==> config.mk <==
export PLATFORM = sky130hd
export DESIGN_NAME = icache_linefill_ctrl_flat
export DESIGN_NICKNAME = d
export VERILOG_FILES = /design/src/rtl/toy_pack.sv /design/src/rtl/icache_linefill_ctrl_if.sv /design/src/rtl/icache_line_assembler.sv /design/src/rtl/icache_linefill_ctrl.sv /design/src/flat_wrapper.sv
export SDC_FILE = /design/constraint.sdc
export NUM_CORES = 1
export LEC_CHECK = 0
export ABC_AREA = 1
export ABC_CLOCK_PERIOD_IN_PS = 2290
export CORE_AREA = 2 2 288 290
export DETAILED_ROUTE_END_ITERATION = 16
export DIE_AREA = 0 0 290 292
export PLACE_DENSITY = 0.57
export SLEW_MARGIN = 20
export SYNTH_ARGS = -nofsm -noshare
export SYNTH_HDL_FRONTEND = slang
export SYNTH_SLANG_ARGS = --single-unit
==> constraint.sdc <==
create_clock -name clk -period 2.29 [get_ports clk]
set_clock_uncertainty 0.05 [all_clocks]
set_input_delay 0.5725 -clock clk [delete_from_list [all_inputs] [get_ports clk]]
set_output_delay 0.5725 -clock clk [all_outputs]
set_load 0.005 [all_outputs]
==> src/rtl/toy_pack.sv <==
// Shared icache/MSHR configuration and types for the refill path.
package toy_pack;

  localparam int MSHR_ENTRY_NUM         = 8;
  localparam int MSHR_ENTRY_INDEX_WIDTH = 3;
  localparam int ICACHE_INDEX_WIDTH     = 7;
  localparam int ICACHE_TAG_WIDTH       = 20;
  localparam int REFILL_BEAT_WIDTH      = 128;
  localparam int REFILL_BEAT_NUM        = 4;
  localparam int REFILL_BEAT_CNT_WIDTH  = $clog2(REFILL_BEAT_NUM);
  localparam int REQ_ADDR_WIDTH         = 33;
  localparam int LINE_OFFSET_WIDTH      = 6;

  typedef logic [REQ_ADDR_WIDTH-1:0] req_addr_t;

  typedef enum logic [1:0] {
    IDLE    = 2'd0,
    COLLECT = 2'd1,
    WRITE   = 2'd2,
    DONE    = 2'd3
  } linefill_state_e;

  // Set index sits directly above the 64-byte line offset; the tag is everything above it.
  function automatic logic [ICACHE_INDEX_WIDTH-1:0] addr_index(input req_addr_t addr);
    return addr[LINE_OFFSET_WIDTH +: ICACHE_INDEX_WIDTH];
  endfunction

  function automatic logic [ICACHE_TAG_WIDTH-1:0] addr_tag(input req_addr_t addr);
    return addr[REQ_ADDR_WIDTH-1 -: ICACHE_TAG_WIDTH];
  endfunction

endpackage

==> src/rtl/icache_linefill_ctrl_if.sv <==
// Refill beat channel, MSHR lookup, data/tag RAM write ports and retire signals.
interface icache_linefill_ctrl_if;
  import toy_pack::*;

  logic                                         rxdat_vld;
  logic                                         rxdat_rdy;
  logic [MSHR_ENTRY_INDEX_WIDTH-1:0]            rxdat_txnid;
  logic [REFILL_BEAT_CNT_WIDTH-1:0]             rxdat_beat;
  logic                                         rxdat_err;
  logic [REFILL_BEAT_WIDTH-1:0]                 rxdat_data;

  logic [MSHR_ENTRY_INDEX_WIDTH-1:0]            entry_sel;
  req_addr_t                                    entry_addr;
  logic                                         entry_way;

  logic                                         dataram_wr_vld;
  logic                                         dataram_wr_rdy;
  logic                                         dataram_wr_way;
  logic [ICACHE_INDEX_WIDTH-1:0]                dataram_wr_index;
  logic [REFILL_BEAT_WIDTH*REFILL_BEAT_NUM-1:0] dataram_wr_data;

  logic                                         tagram_wr_vld;
  logic                                         tagram_wr_rdy;
  logic                                         tagram_wr_way;
  logic [ICACHE_INDEX_WIDTH-1:0]                tagram_wr_index;
  logic [ICACHE_TAG_WIDTH-1:0]                  tagram_wr_tag;

  logic                                         linefill_done;
  logic [MSHR_ENTRY_INDEX_WIDTH-1:0]            linefill_ack_index;
  logic                                         linefill_err;
  logic                                         proto_err;

  modport master (
    input  rxdat_vld, rxdat_txnid, rxdat_beat, rxdat_err, rxdat_data,
    output rxdat_rdy,
    output entry_sel,
    input  entry_addr, entry_way,
    output dataram_wr_vld, dataram_wr_way, dataram_wr_index, dataram_wr_data,
    input  dataram_wr_rdy,
    output tagram_wr_vld, tagram_wr_way, tagram_wr_index, tagram_wr_tag,
    input  tagram_wr_rdy,
    output linefill_done, linefill_ack_index, linefill_err, proto_err
  );

  modport slave (
    output rxdat_vld, rxdat_txnid, rxdat_beat, rxdat_err, rxdat_data,
    input  rxdat_rdy,
    input  entry_sel,
    output entry_addr, entry_way,
    input  dataram_wr_vld, dataram_wr_way, dataram_wr_index, dataram_wr_data,
    output dataram_wr_rdy,
    input  tagram_wr_vld, tagram_wr_way, tagram_wr_index, tagram_wr_tag,
    output tagram_wr_rdy,
    input  linefill_done, linefill_ack_index, linefill_err, proto_err
  );

endinterface

==> src/rtl/icache_line_assembler.sv <==
// Refill beat buffer: one slot per beat, exposed as a packed line with beat 0 in the LSBs.
module icache_line_assembler #(
  parameter int BEAT_WIDTH = 128,
  parameter int BEAT_NUM   = 4
) (
  input  logic                           clk,
  input  logic                           rst,
  input  logic                           wr_en,
  input  logic [$clog2(BEAT_NUM)-1:0]    wr_slot,
  input  logic [BEAT_WIDTH-1:0]          wr_data,
  output logic [BEAT_WIDTH*BEAT_NUM-1:0] line_data
);

  logic [BEAT_NUM-1:0][BEAT_WIDTH-1:0] slot_q;
  logic [BEAT_NUM-1:0][BEAT_WIDTH-1:0] slot_d;

  // next-state of the beat slots
  always_comb begin
    slot_d = slot_q;
    if (wr_en) begin
      slot_d[wr_slot] = wr_data;
    end else begin
      slot_d = slot_q;
    end
  end

  // slot storage
  always_ff @(posedge clk) begin
    if (rst) begin
      slot_q <= '0;
    end else begin
      slot_q <= slot_d;
    end
  end

  assign line_data = slot_q;

endmodule

==> src/rtl/icache_linefill_ctrl.sv <==
// Icache refill controller: gathers refill beats into a line, writes data/tag RAMs at the
// owning MSHR's way/index, then pulses a retire back to the MSHR file.
module icache_linefill_ctrl
  import toy_pack::*;
(
  input  logic                   clk,
  input  logic                   rst,
  icache_linefill_ctrl_if.master bus
);

  localparam int BCW    = REFILL_BEAT_CNT_WIDTH;
  localparam int LINE_W = REFILL_BEAT_WIDTH * REFILL_BEAT_NUM;
  localparam int IW     = MSHR_ENTRY_INDEX_WIDTH;

  localparam logic [1:0] ST_IDLE    = IDLE;
  localparam logic [1:0] ST_COLLECT = COLLECT;
  localparam logic [1:0] ST_WRITE   = WRITE;
  localparam logic [1:0] ST_DONE    = DONE;

  localparam logic [BCW-1:0] LAST_BEAT = BCW'(REFILL_BEAT_NUM - 1);

  logic [1:0]                    state_q, state_d;
  logic [BCW-1:0]                beat_cnt_q, beat_cnt_d;
  logic [IW-1:0]                 txnid_q, txnid_d;
  logic                          way_q, way_d;
  logic [ICACHE_INDEX_WIDTH-1:0] index_q, index_d;
  logic [ICACHE_TAG_WIDTH-1:0]   tag_q, tag_d;
  logic                          err_acc_q, err_acc_d;
  logic                          data_vld_q, data_vld_d;
  logic                          tag_vld_q, tag_vld_d;
  logic                          done_q, done_d;
  logic                          lf_err_q, lf_err_d;
  logic                          proto_err_q, proto_err_d;

  logic                          accepting_s;
  logic                          beat_fire_s;
  logic                          data_hs_s;
  logic                          tag_hs_s;
  logic                          line_err_s;
  logic                          buf_wr_en_s;
  logic [LINE_W-1:0]             line_data_s;

  assign accepting_s = (state_q == ST_IDLE) || (state_q == ST_COLLECT);
  assign beat_fire_s = bus.rxdat_vld & accepting_s;
  assign data_hs_s   = data_vld_q & bus.dataram_wr_rdy;
  assign tag_hs_s    = tag_vld_q & bus.tagram_wr_rdy;
  assign line_err_s  = err_acc_q | bus.rxdat_err;

  assign bus.rxdat_rdy = accepting_s;
  assign bus.entry_sel = (state_q == ST_IDLE) ? bus.rxdat_txnid : txnid_q;

  // FSM, beat acceptance, protocol checking and RAM handshake tracking
  always_comb begin
    state_d     = state_q;
    beat_cnt_d  = beat_cnt_q;
    txnid_d     = txnid_q;
    way_d       = way_q;
    index_d     = index_q;
    tag_d       = tag_q;
    err_acc_d   = err_acc_q;
    data_vld_d  = data_vld_q;
    tag_vld_d   = tag_vld_q;
    done_d      = done_q;
    lf_err_d    = lf_err_q;
    proto_err_d = proto_err_q;
    buf_wr_en_s = 1'b0;
    case (state_q)
      ST_IDLE: begin
        if (beat_fire_s && (bus.rxdat_beat == '0)) begin
          txnid_d     = bus.rxdat_txnid;
          way_d       = bus.entry_way;
          index_d     = addr_index(bus.entry_addr);
          tag_d       = addr_tag(bus.entry_addr);
          err_acc_d   = bus.rxdat_err;
          buf_wr_en_s = 1'b1;
          beat_cnt_d  = BCW'(1);
          state_d     = ST_COLLECT;
        end else if (beat_fire_s) begin
          proto_err_d = 1'b1;
        end else begin
          state_d = ST_IDLE;
        end
      end
      ST_COLLECT: begin
        if (beat_fire_s && (bus.rxdat_beat == beat_cnt_q) && (bus.rxdat_txnid == txnid_q)) begin
          buf_wr_en_s = 1'b1;
          err_acc_d   = line_err_s;
          if (beat_cnt_q == LAST_BEAT) begin
            // an errored line never reaches the RAMs
            beat_cnt_d = '0;
            state_d    = ST_WRITE;
            data_vld_d = ~line_err_s;
            tag_vld_d  = ~line_err_s;
          end else begin
            beat_cnt_d = beat_cnt_q + BCW'(1);
          end
        end else if (beat_fire_s) begin
          proto_err_d = 1'b1;
        end else begin
          state_d = ST_COLLECT;
        end
      end
      ST_WRITE: begin
        if (data_hs_s) begin
          data_vld_d = 1'b0;
        end else begin
          data_vld_d = data_vld_q;
        end
        if (tag_hs_s) begin
          tag_vld_d = 1'b0;
        end else begin
          tag_vld_d = tag_vld_q;
        end
        if ((!data_vld_q || data_hs_s) && (!tag_vld_q || tag_hs_s)) begin
          state_d  = ST_DONE;
          done_d   = 1'b1;
          lf_err_d = err_acc_q;
        end else begin
          state_d = ST_WRITE;
        end
      end
      ST_DONE: begin
        done_d   = 1'b0;
        lf_err_d = 1'b0;
        state_d  = ST_IDLE;
      end
      default: begin
        state_d = ST_IDLE;
      end
    endcase
  end

  // controller registers
  always_ff @(posedge clk) begin
    if (rst) begin
      state_q     <= ST_IDLE;
      beat_cnt_q  <= '0;
      txnid_q     <= '0;
      way_q       <= 1'b0;
      index_q     <= '0;
      tag_q       <= '0;
      err_acc_q   <= 1'b0;
      data_vld_q  <= 1'b0;
      tag_vld_q   <= 1'b0;
      done_q      <= 1'b0;
      lf_err_q    <= 1'b0;
      proto_err_q <= 1'b0;
    end else begin
      state_q     <= state_d;
      beat_cnt_q  <= beat_cnt_d;
      txnid_q     <= txnid_d;
      way_q       <= way_d;
      index_q     <= index_d;
      tag_q       <= tag_d;
      err_acc_q   <= err_acc_d;
      data_vld_q  <= data_vld_d;
      tag_vld_q   <= tag_vld_d;
      done_q      <= done_d;
      lf_err_q    <= lf_err_d;
      proto_err_q <= proto_err_d;
    end
  end

  icache_line_assembler #(
    .BEAT_WIDTH (REFILL_BEAT_WIDTH),
    .BEAT_NUM   (REFILL_BEAT_NUM)
  ) u_assembler (
    .clk       (clk),
    .rst       (rst),
    .wr_en     (buf_wr_en_s),
    .wr_slot   (beat_cnt_q),
    .wr_data   (bus.rxdat_data),
    .line_data (line_data_s)
  );

  assign bus.dataram_wr_vld     = data_vld_q;
  assign bus.dataram_wr_way     = way_q;
  assign bus.dataram_wr_index   = index_q;
  assign bus.dataram_wr_data    = line_data_s;
  assign bus.tagram_wr_vld      = tag_vld_q;
  assign bus.tagram_wr_way      = way_q;
  assign bus.tagram_wr_index    = index_q;
  assign bus.tagram_wr_tag      = tag_q;
  assign bus.linefill_done      = done_q;
  assign bus.linefill_ack_index = txnid_q;
  assign bus.linefill_err       = lf_err_q;
  assign bus.proto_err          = proto_err_q;

endmodule

==> src/flat_wrapper.sv <==
// flat-port wrapper written by rule: the top's interface ports become plain ports
module icache_linefill_ctrl_flat import toy_pack::*;
  (clk, rst, bus_rxdat_vld, bus_rxdat_txnid, bus_rxdat_beat, bus_rxdat_err, bus_rxdat_data, bus_rxdat_rdy, bus_entry_sel, bus_entry_addr, bus_entry_way, bus_dataram_wr_vld, bus_dataram_wr_way, bus_dataram_wr_index, bus_dataram_wr_data, bus_dataram_wr_rdy, bus_tagram_wr_vld, bus_tagram_wr_way, bus_tagram_wr_index, bus_tagram_wr_tag, bus_tagram_wr_rdy, bus_linefill_done, bus_linefill_ack_index, bus_linefill_err, bus_proto_err);
  icache_linefill_ctrl_if bus_i ();
  input  logic clk;
  input  logic rst;
  input wire logic [$bits(bus_i.rxdat_vld)-1:0] bus_rxdat_vld;
  input wire logic [$bits(bus_i.rxdat_txnid)-1:0] bus_rxdat_txnid;
  input wire logic [$bits(bus_i.rxdat_beat)-1:0] bus_rxdat_beat;
  input wire logic [$bits(bus_i.rxdat_err)-1:0] bus_rxdat_err;
  input wire logic [$bits(bus_i.rxdat_data)-1:0] bus_rxdat_data;
  output wire logic [$bits(bus_i.rxdat_rdy)-1:0] bus_rxdat_rdy;
  output wire logic [$bits(bus_i.entry_sel)-1:0] bus_entry_sel;
  input wire logic [$bits(bus_i.entry_addr)-1:0] bus_entry_addr;
  input wire logic [$bits(bus_i.entry_way)-1:0] bus_entry_way;
  output wire logic [$bits(bus_i.dataram_wr_vld)-1:0] bus_dataram_wr_vld;
  output wire logic [$bits(bus_i.dataram_wr_way)-1:0] bus_dataram_wr_way;
  output wire logic [$bits(bus_i.dataram_wr_index)-1:0] bus_dataram_wr_index;
  output wire logic [$bits(bus_i.dataram_wr_data)-1:0] bus_dataram_wr_data;
  input wire logic [$bits(bus_i.dataram_wr_rdy)-1:0] bus_dataram_wr_rdy;
  output wire logic [$bits(bus_i.tagram_wr_vld)-1:0] bus_tagram_wr_vld;
  output wire logic [$bits(bus_i.tagram_wr_way)-1:0] bus_tagram_wr_way;
  output wire logic [$bits(bus_i.tagram_wr_index)-1:0] bus_tagram_wr_index;
  output wire logic [$bits(bus_i.tagram_wr_tag)-1:0] bus_tagram_wr_tag;
  input wire logic [$bits(bus_i.tagram_wr_rdy)-1:0] bus_tagram_wr_rdy;
  output wire logic [$bits(bus_i.linefill_done)-1:0] bus_linefill_done;
  output wire logic [$bits(bus_i.linefill_ack_index)-1:0] bus_linefill_ack_index;
  output wire logic [$bits(bus_i.linefill_err)-1:0] bus_linefill_err;
  output wire logic [$bits(bus_i.proto_err)-1:0] bus_proto_err;
  assign bus_i.rxdat_vld = bus_rxdat_vld;
  assign bus_i.rxdat_txnid = bus_rxdat_txnid;
  assign bus_i.rxdat_beat = bus_rxdat_beat;
  assign bus_i.rxdat_err = bus_rxdat_err;
  assign bus_i.rxdat_data = bus_rxdat_data;
  assign bus_rxdat_rdy = bus_i.rxdat_rdy;
  assign bus_entry_sel = bus_i.entry_sel;
  assign bus_i.entry_addr = bus_entry_addr;
  assign bus_i.entry_way = bus_entry_way;
  assign bus_dataram_wr_vld = bus_i.dataram_wr_vld;
  assign bus_dataram_wr_way = bus_i.dataram_wr_way;
  assign bus_dataram_wr_index = bus_i.dataram_wr_index;
  assign bus_dataram_wr_data = bus_i.dataram_wr_data;
  assign bus_i.dataram_wr_rdy = bus_dataram_wr_rdy;
  assign bus_tagram_wr_vld = bus_i.tagram_wr_vld;
  assign bus_tagram_wr_way = bus_i.tagram_wr_way;
  assign bus_tagram_wr_index = bus_i.tagram_wr_index;
  assign bus_tagram_wr_tag = bus_i.tagram_wr_tag;
  assign bus_i.tagram_wr_rdy = bus_tagram_wr_rdy;
  assign bus_linefill_done = bus_i.linefill_done;
  assign bus_linefill_ack_index = bus_i.linefill_ack_index;
  assign bus_linefill_err = bus_i.linefill_err;
  assign bus_proto_err = bus_i.proto_err;
  icache_linefill_ctrl u_core (.clk(clk), .rst(rst), .bus(bus_i));
endmodule
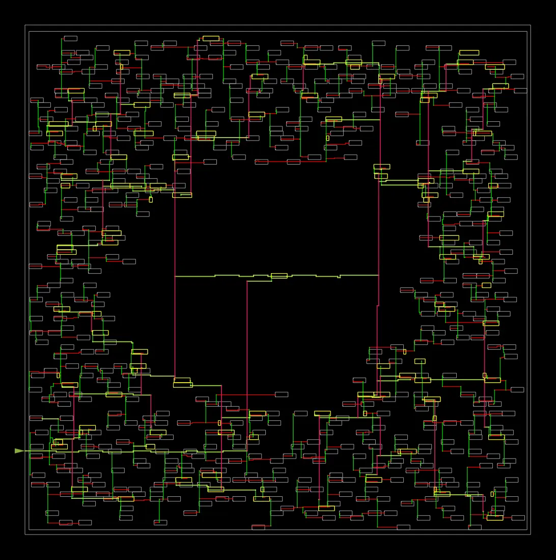
Fig. 1. Clock routing.
TritonCTS Sinks: 553
clock group total power: 11.3 mW

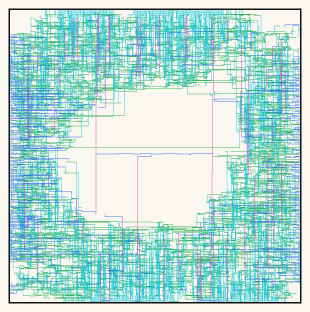
Fig. 2. Metal layers overlaid.
Scale: 1 px per um.
legend:
  cyan:
    layer: met2
    wire_length: 39.7 mm
  blue:
    layer: met3
    wire_length: 7270 um
  green:
    layer: met1
    wire_length: 36.0 mm
  magenta:
    layer: met4
    wire_length: 3130 um

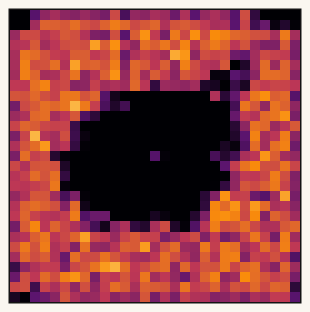
Fig. 3. Cell area per tile.
Scale: 1 px per um. 29 x 29 tiles, from black (low) to pale yellow (high), 0 to 100% covered.
fullest tile: 84%
nearly empty tiles: 21%
emptiest ninth of the die: centre

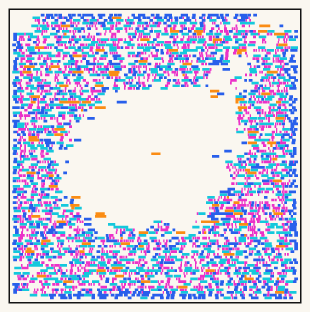
Fig. 4. Placed cells, one colour a class.
Scale: 1 px per um.
legend:
  orange:
    class: clock drivers and dummy loads
    cells: 113
    share_of_their_area: 7.0%
  blue:
    class: other buffers and delay cells
    cells: 890
    share_of_their_area: 28%
  cyan:
    class: flip-flops
    cells: 553
    share_of_their_area: 34%
  magenta:
    class: all other logic
    cells: 2382
    share_of_their_area: 32%
Core Util, Final: 42.04%
fin area: 34300 um2
core area: 81580 um2
Seq/total area: 32.31%
Cell Rows: 105

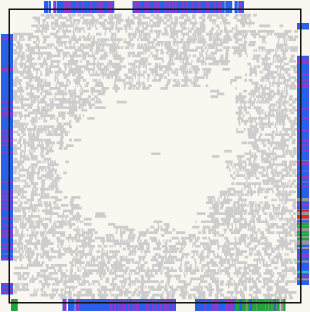
Fig. 5. Pin map.
Scale: 1 px per um. Pins as bars across the die edge, other pins in grey.
legend:
  blue:
    port: `bus_dataram_wr_data`
    pins: 512
    direction: output
    edge: 143 left, 134 top, 125 bottom, 110 right
  purple:
    port: `bus_rxdat_data`
    pins: 128
    direction: input
    edge: 42 top, 34 bottom, 30 left, 22 right
  red:
    port: `bus_entry_sel`
    pins: 3
    direction: output
    edge: right
  cyan:
    port: `bus_rxdat_err`
    pins: 1
    direction: input
    edge: right
  green:
    port: `bus_entry_addr`
    pins: 33
    direction: input
    edge: 28 bottom, 5 right
all pins by edge: 211 bottom, 176 top, 174 left, 172 right
IO Port Bufs: 726
Die Wd: 290 um
die height: 292 um

==> metrics.yaml <==
critical_path:
  cp-startpoint: "u_core.u_assembler.line_data[102]"
  r2r-end: "u_core.u_assembler.line_data[101]"
  cpMaxStageDelayCell: "clkdlybuf4s50_1"
  endpoint_kind: "primary output"
  max_stage_delay_ns: 0.55
  crit_family: "buffers and inverters"
  start_kind: "register"
  path_depth: 1
  cp.arrival_ns: 1.58
  crit_chain: "clkdlybuf4s50_1"
  crit_type: "reg -> out"
  regToRegSetupSlack_ns: 0.20
  required_ns: 1.67
  path_max_fanout: 2
  reg2reg_from: "u_core.beat_cnt_q[0]"
  cp-endpoint: "bus_dataram_wr_data[102]"
  path_buffers: 1
timing:
  drv_slew: 0
  max_freq_mhz: 453.2
  rsz0062_at_grt: "false"
  setup_violations: 0
  holdWs_ns: 0.4004
  slew_headroom_pct: 61.24
  hold_viol: 0
  tightestPinTransition_ns: 0.5814
  min_period_ns: 2.207
  finalCritPeriodShare_pct: 96.36
power_and_ir_drop:
  pg_comb_mw: 2.82
  p_leak_nw: 13.63
  power_density_nw_per_um2: 702.4
  powerSeq_mw: 9.99
  switching_power_mw: 6.165
  seqPwrFrac_pct: 41.5
  ir_drop_v: 0.0005382
  comb_power_share_pct: 11.7
  p_sw_share_pct: 25.59
  clock_power_share_pct: 46.9
route:
  antenna_left: 0
  drc: 0
  viasPerCell: 4.663
  drt_iter0_drc: 1380
  drt-total-wl_mm: 86.04
place:
  dp_hpwl_mm: 61.41
  gp_congestion: 0.8297
clock_network:
  cts_buffers: 66
  clk_latency_ns: 0.60
  ctsHoldBuffers: 0
  clk_pin_slew_ns: 0.06
  htreeDepth: 3
  cts_root_buf: "clkbuf_16"
  postCtsSetupRepairBufs: 0
  cts_tree: "yes"
layout:
  nNetsFinal: 4070
  comb_cells: 2230
  largest_register_ffs: 512
  flop_area_um2: 11080
  layout_top_cells: "722 x clkdlybuf4s50_1, 583 x nor2_1, 551 x nand2_1"
  comb-cell-share_pct: 28.78
  clk_share_pct: 6.752
  inverters: 152
  drive_gt1_share_pct: 7.466
  layout.nonclk_buf_share_pct: 26.56
  num-nonclk-buffers: 890
  clockBufferCount: 85
  nFlopsAndLatches: 553
  n_antenna_cell: 2
  layout_top_cell: "clkdlybuf4s50_1"
  synthToLayoutAreaGrowth_pct: 49.50
outcome:
  status: "finished, final reports clean"
synth:
  async_flop_share_pct: 0
  simple_gate_share_pct: 30.22
  flop_cell: "dfxtp_1"
  ys_ff: 553
  yosys.stat.seqShare_pct: 48.25
  syn_avg_cell_area_um2: 7.092
  synth-xor-area-share_pct: 0.03818
  synthTopCellsByCount: "583 x nor2_1, 553 x dfxtp_1, 551 x nand2_1, 521 x a21oi_1, 521 x nand3_1"
  synth_area_um2: 22940
  edf_count: 0
  syn_inst: 3235
  top_cell: "nor2_1"
  synth-area-yosys_um2: 22940
  area_leaders: "dfxtp_1 48%, a21oi_1 11%, nand3_1 11%"
  top_logic_kind: "simple AND/OR/NAND/NOR gates"
  ys_cells: 3235
  synth_cell_types: 27
  synth.largest_area_cell: "dfxtp_1"
  synthAdderAreaFrac_pct: 0.2182
min_path:
  min_path_type: "reg -> reg"
  min_to: "u_core.bus.proto_err"
  holdPathStages: 2
  min_from: "u_core.bus.proto_err"
die:
  chipArea_um2: 84680
  io-pin-count: 733
  tap_cells: 1070
grt:
  grt_pass1_vias: 21260
  grt-busiest-layer: "met2"
  gr-usage-met3_pct: 6.249
  grt-ovfl-total: 0
  grt_pass1_wl_mm: 130.2
  grt_max_degree: 91
  antenna_found_initial: 2
  grt_usage_pct: 19.44
  use_met1_pct: 23.84
  grt_use_met2_pct: 31.54
run:
  maxCapViolCount: 0
  warnings: 35
metrics by stage:
stage | power, mW | worst slack (ns) | area (um2) | instances | TNS, ns
2_1_floorplan | 11.53 | 0.3925 | 22940 | 3235 | 0
6_report | 24.09 | 0.08342 | 34300 | 5010 | 0
5_1_grt | 25.03 | 0.01823 | 34300 | 5010 | 0
3_3_place_gp | 13.01 | -0.4075 | 31950 | 4894 | -168.27
3_5_place_dp | 13.01 | -0.4085 | 31950 | 4894 | -173.34
4_1_cts | 24.40 | 0.00004274 | 34270 | 5007 | 0
routing by layer:
| metal | part of all wire, % | wire (um) |
|---|---|---|
| met1 | 42 | 35970 |
| met2 | 46 | 39680 |
| met3 | 8.4 | 7265 |
| met4 | 3.6 | 3126 |
| met5 | 0 | 0 |
Power and IR drop assume default switching activity.
